Figure 1. Track usage over the die.
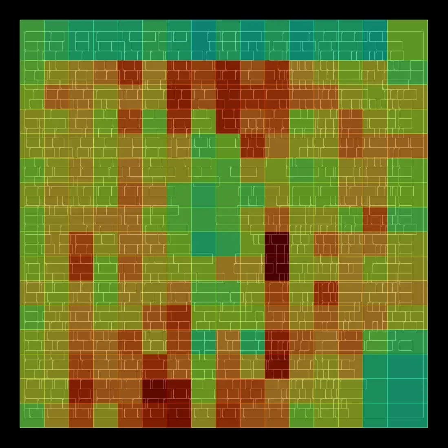
Figure 2. Sequential cells grouped by signal name.
The bar under the picture is 20 um long.
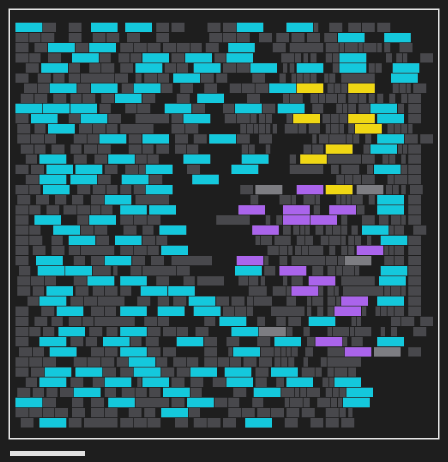
Figure 3. Wiring by layer.
The bar under the picture is 20 um long. Only two layers are drawn.
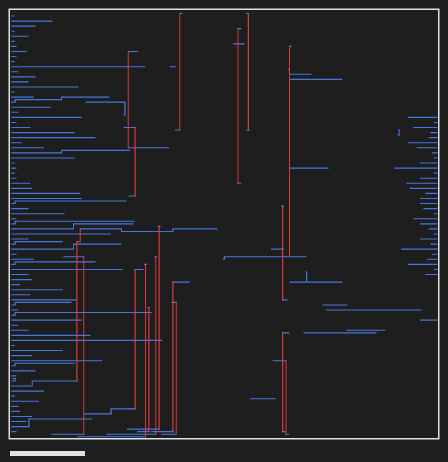
Figure 4. Cells coloured by class.
The bar under the picture is 20 um long.
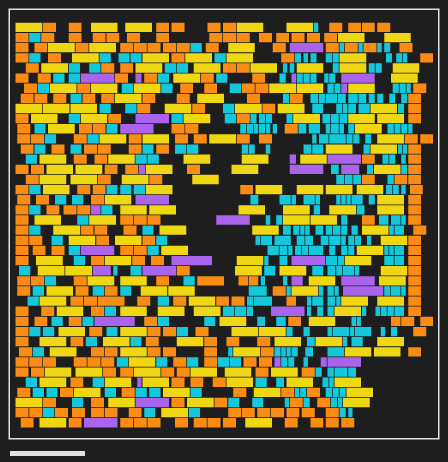
Figure 5. Gate families picked out.
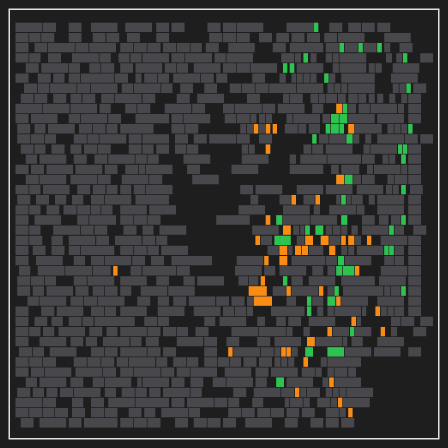
==> config.mk <==
export PLATFORM = sky130hd
export DESIGN_NAME = sl3p_tx_am_insert
export DESIGN_NICKNAME = d
export VERILOG_FILES = /design/src/rtl/sl3p_tx_am_insert.sv
export SDC_FILE = /design/constraint.sdc
export NUM_CORES = 1
export LEC_CHECK = 0
export CAP_MARGIN = 15
export CORE_UTILIZATION = 43
export DETAILED_ROUTE_END_ITERATION = 7
export GPL_ROUTABILITY_DRIVEN = 0
export PLACE_DENSITY_LB_ADDON = 0.25
export REMOVE_ABC_BUFFERS = 1
export SLEW_MARGIN = 20
export SYNTH_ARGS = -nofsm -noshare
export SYNTH_HDL_FRONTEND = slang
export SYNTH_SLANG_ARGS = --single-unit
==> constraint.sdc <==
create_clock -name clk -period 3.7 [get_ports clk]
set_input_delay 0.37 -clock clk [delete_from_list [all_inputs] [get_ports clk]]
set_output_delay 0.37 -clock clk [all_outputs]
set_load 0.02 [all_outputs]
==> src/rtl/sl3p_tx_am_insert.sv <==
// sl3p_tx_am_insert -- alignment-marker inserter for the serdes TX path.
//
// Every emit slot (a cycle in which the registered tx_pempty is high) puts one
// word on all lanes at the same time. The word is a marker on every lane, user
// data on every lane, or idle on every lane. A period is one marker slot
// followed by AM_PERIOD-1 data slots. Lanes are never split across word kinds.
//
// Ports
//   clk        : sole clock (tx_clk_in domain)
//   srst_n     : synchronous active-low reset
//   din        : user words, lane i at [i*66+65:i*66], bits[1:0] sync header
//   din_valid  : din holds a word
//   din_ready  : din is taken on this cycle when din_valid is also high
//   tx_pempty  : serdes TX FIFO is partially empty (room for one more word)
//   dout       : registered words to serdes tx_din
//   dout_valid : serdes tx_valid
//   am_sent    : one-cycle pulse alongside each marker word
//   alias_err  : one-cycle pulse alongside a user word that looks like a marker

// Per-lane helper: builds the lane's marker word and checks the user word
// against the marker signature.
module sl3p_am_lane #(
    parameter int LANE_ID = 0
) (
    input  logic [7:0]  am_seq,
    input  logic [65:0] word,
    output logic [65:0] marker,
    output logic [65:0] idle,
    output logic        sig_hit
);
    always_comb begin
        marker         = '0;
        marker[1:0]    = 2'b01;
        marker[9:2]    = 8'h4B;
        marker[37:34]  = 4'b1100;
        marker[41:38]  = 4'(LANE_ID);
        marker[49:42]  = am_seq;
    end

    always_comb begin
        idle       = '0;
        idle[1:0]  = 2'b01;
        idle[9:2]  = 8'h1E;
    end

    // Only bit 0 and the lane-type nibble identify a marker.
    assign sig_hit = word[0] & (word[37:34] == 4'b1100);
endmodule

module sl3p_tx_am_insert #(
    parameter int LANES     = 2,
    parameter int AM_PERIOD = 16384
) (
    input  logic                  clk,
    input  logic                  srst_n,
    input  logic [LANES*66-1:0]   din,
    input  logic                  din_valid,
    output logic                  din_ready,
    input  logic                  tx_pempty,
    output logic [LANES*66-1:0]   dout,
    output logic                  dout_valid,
    output logic                  am_sent,
    output logic                  alias_err
);
    localparam logic [15:0] LAST_CNT = 16'(AM_PERIOD - 2);

    typedef enum logic {ST_AM, ST_DATA} state_t;

    state_t              state;
    logic                pempty_q;
    logic [7:0]          am_seq;
    logic [15:0]         word_cnt;
    logic [LANES*66-1:0] marker_w;
    logic [LANES*66-1:0] idle_w;
    logic [LANES-1:0]    hit;

    for (genvar i = 0; i < LANES; i++) begin : g_lane
        sl3p_am_lane #(.LANE_ID(i)) u_lane (
            .am_seq  (am_seq),
            .word    (din[i*66 +: 66]),
            .marker  (marker_w[i*66 +: 66]),
            .idle    (idle_w[i*66 +: 66]),
            .sig_hit (hit[i])
        );
    end

    // Ready comes only from flops so upstream never sees a din->ready path.
    // In DATA every slot consumes a word if one is offered.
    assign din_ready = (state == ST_DATA) & pempty_q;

    always_ff @(posedge clk) begin
        if (!srst_n) begin
            state      <= ST_AM;
            pempty_q   <= 1'b0;
            am_seq     <= '0;
            word_cnt   <= '0;
            dout       <= '0;
            dout_valid <= 1'b0;
            am_sent    <= 1'b0;
            alias_err  <= 1'b0;
        end else begin
            pempty_q   <= tx_pempty;
            dout_valid <= 1'b0;
            am_sent    <= 1'b0;
            alias_err  <= 1'b0;
            // Outside a slot state and counter are frozen and dout holds.
            if (pempty_q) begin
                dout_valid <= 1'b1;
                if (state == ST_AM) begin
                    dout     <= marker_w;
                    am_sent  <= 1'b1;
                    am_seq   <= am_seq + 8'd1;
                    word_cnt <= '0;
                    state    <= ST_DATA;
                end else begin
                    if (din_valid) begin
                        dout      <= din;
                        alias_err <= |hit;
                    end else begin
                        dout      <= idle_w;
                    end
                    word_cnt <= word_cnt + 16'd1;
                    // Counter ends at AM_PERIOD-1 at most; the marker slot clears it.
                    if (word_cnt == LAST_CNT)
                        state <= ST_AM;
                end
            end
        end
    end
endmodule

==> impl_metrics.py <==
# Generated from Yosys and OpenROAD reports
metrics = {
    "cts": {
        "clkSlewWorstSetupHoldPaths_ps": 50,
        "ctsLongestPathBuffers": 2,
        "cts_tree": "yes",
    },
    "yosys": {
        "ys_top_logic_family": "AND-OR/OR-AND gates",
        "synth-simple-area-share_pct": 9.71,
        "top_cells_by_count": "dfxtp_1 (161), a22o_1 (97), a21oi_1 (45)",
        "syn_area_sq_um": 5470,
        "async_reset_ff_share_pct": 0,
        "synth_area_per_cell_sq_um": 10.4,
        "aoi_share_pct": 24.5,
        "yosys_area_sq_um": 5470,
        "yosys.area.top_type_share_pct": 58.9,
        "synthMuxAreaShare_pct": 0.183,
    },
    "floorplan": {
        "ios": 272,
        "core_sq_um": 12200,
        "fp-utilization_pct": 44.8,
        "die_x_um": 115,
    },
    "min_path": {
        "hold_depth": 2,
        "min_from": "dout[6]",
    },
    "final_timing": {
        "fin_crit_sh_pct": 65.0,
        "fin_setup_tns_ps": 0,
        "fin_ws_ps": 1290,
        "period_needed_ps": 2410,
    },
    "grt": {
        "antenna_found_initial": 0,
        "grt_pass1_wl_um": 26400,
        "grt_max_degree": 67,
        "use_met3_pct": 10.5,
        "grt_pass1_vias": 5288,
        "grt_busiest_layer": "met2",
    },
    "pwr": {
        "ir_drop_mv": 0.272,
        "p_per_area_nw_per_um2": 441,
        "pwr-share-seq_pct": 45.5,
    },
    "final_layout": {
        "clk_share_pct": 6.69,
        "fin_area_sq_um": 8920,
        "lay_top_count": "clkdlybuf4s50_1",
        "syn_to_final_growth_pct": 62.9,
    },
    "place": {
        "pre_cts_ws_ps": 1240,
    },
    "flow_run": {
        "tool_warnings": 26,
    },
    "critical_path": {
        "path_class": "flop to output pin",
        "worstSetupStartpoint": "state",
        "worstReg2RegStart": "state",
        "worst-path-max-fanout": 12,
        "crit_end": "din_ready",
        "r2r_cells": 4,
    },
    "run_status": {
        "status": "finished clean",
    },
    "drt": {
        "drt_iter0_markers": 331,
    },
}
## Picture notes: Figure 1
drt wl/cell: 17.9 um
Global Route Usage Sum: 26.5%

## Picture notes: Figure 2
legend:
  am_seq:
    colour: yellow
    placed_flops: 8
    where: upper right
  dout:
    colour: cyan
    placed_flops: 132
    where: all over the die
  word_cnt:
    colour: purple
    placed_flops: 16
not coloured: 5
post-route core utilization: 73.0%
Seq/total area: 36.1%
sequential logic power: 1.79 mW
FF+latch area: 3220 sq um

## Picture notes: Figure 3
legend:
  metal 4:
    colour: red
    wire_length: 660 um
  metal 3:
    colour: blue
    wire_length: 1350 um
vias: 5036
Post-Route WL: 17300 um

## Picture notes: Figure 4
legend:
  sequential cells:
    colour: yellow
    cells: 161
  clock drivers and dummy loads:
    colour: purple
    cells: 32
  combinational and other logic:
    colour: cyan
    cells: 326
  remaining buffers and delay cells:
    colour: orange
    cells: 277

## Picture notes: Figure 5
legend:
  nand cells:
    colour: green
    cells: 47
  nor cells:
    colour: orange
    cells: 44

==> sequential cells by signal, summed over array words and instances, names as in the netlist <==
signal      count
am_seq          8
word_cnt       16
pempty_q        1
dout          132
am_sent         1
alias_err       1
state           1
dout_valid      1
==> critical path, cell delays in order (launching register included) <==
cell and delay (ps):
dfxtp_1 560, nand2_1 340, inv_1 120, clkdlybuf4s50_1 610
==> metal layers <==
metal / vias up / share of wire (%)
li1: 2415 / -
met1: 2400 / 37
met2: 183 / 51
met3: 38 / 7.8
met4: 0 / 3.8
met5: - / 0
==> power groups by stage <==
stage          sequential [mW]  combinational, mW  clock [mW]
3_3_place_gp              1.83              0.366           0
5_1_grt                   1.80              0.400        1.87
3_5_place_dp              1.83              0.375           0
6_report                  1.79              0.376        1.77
4_1_cts                   1.79              0.378        1.79
2_1_floorplan             1.87             0.0706           0
Power and IR drop assume default switching activity.
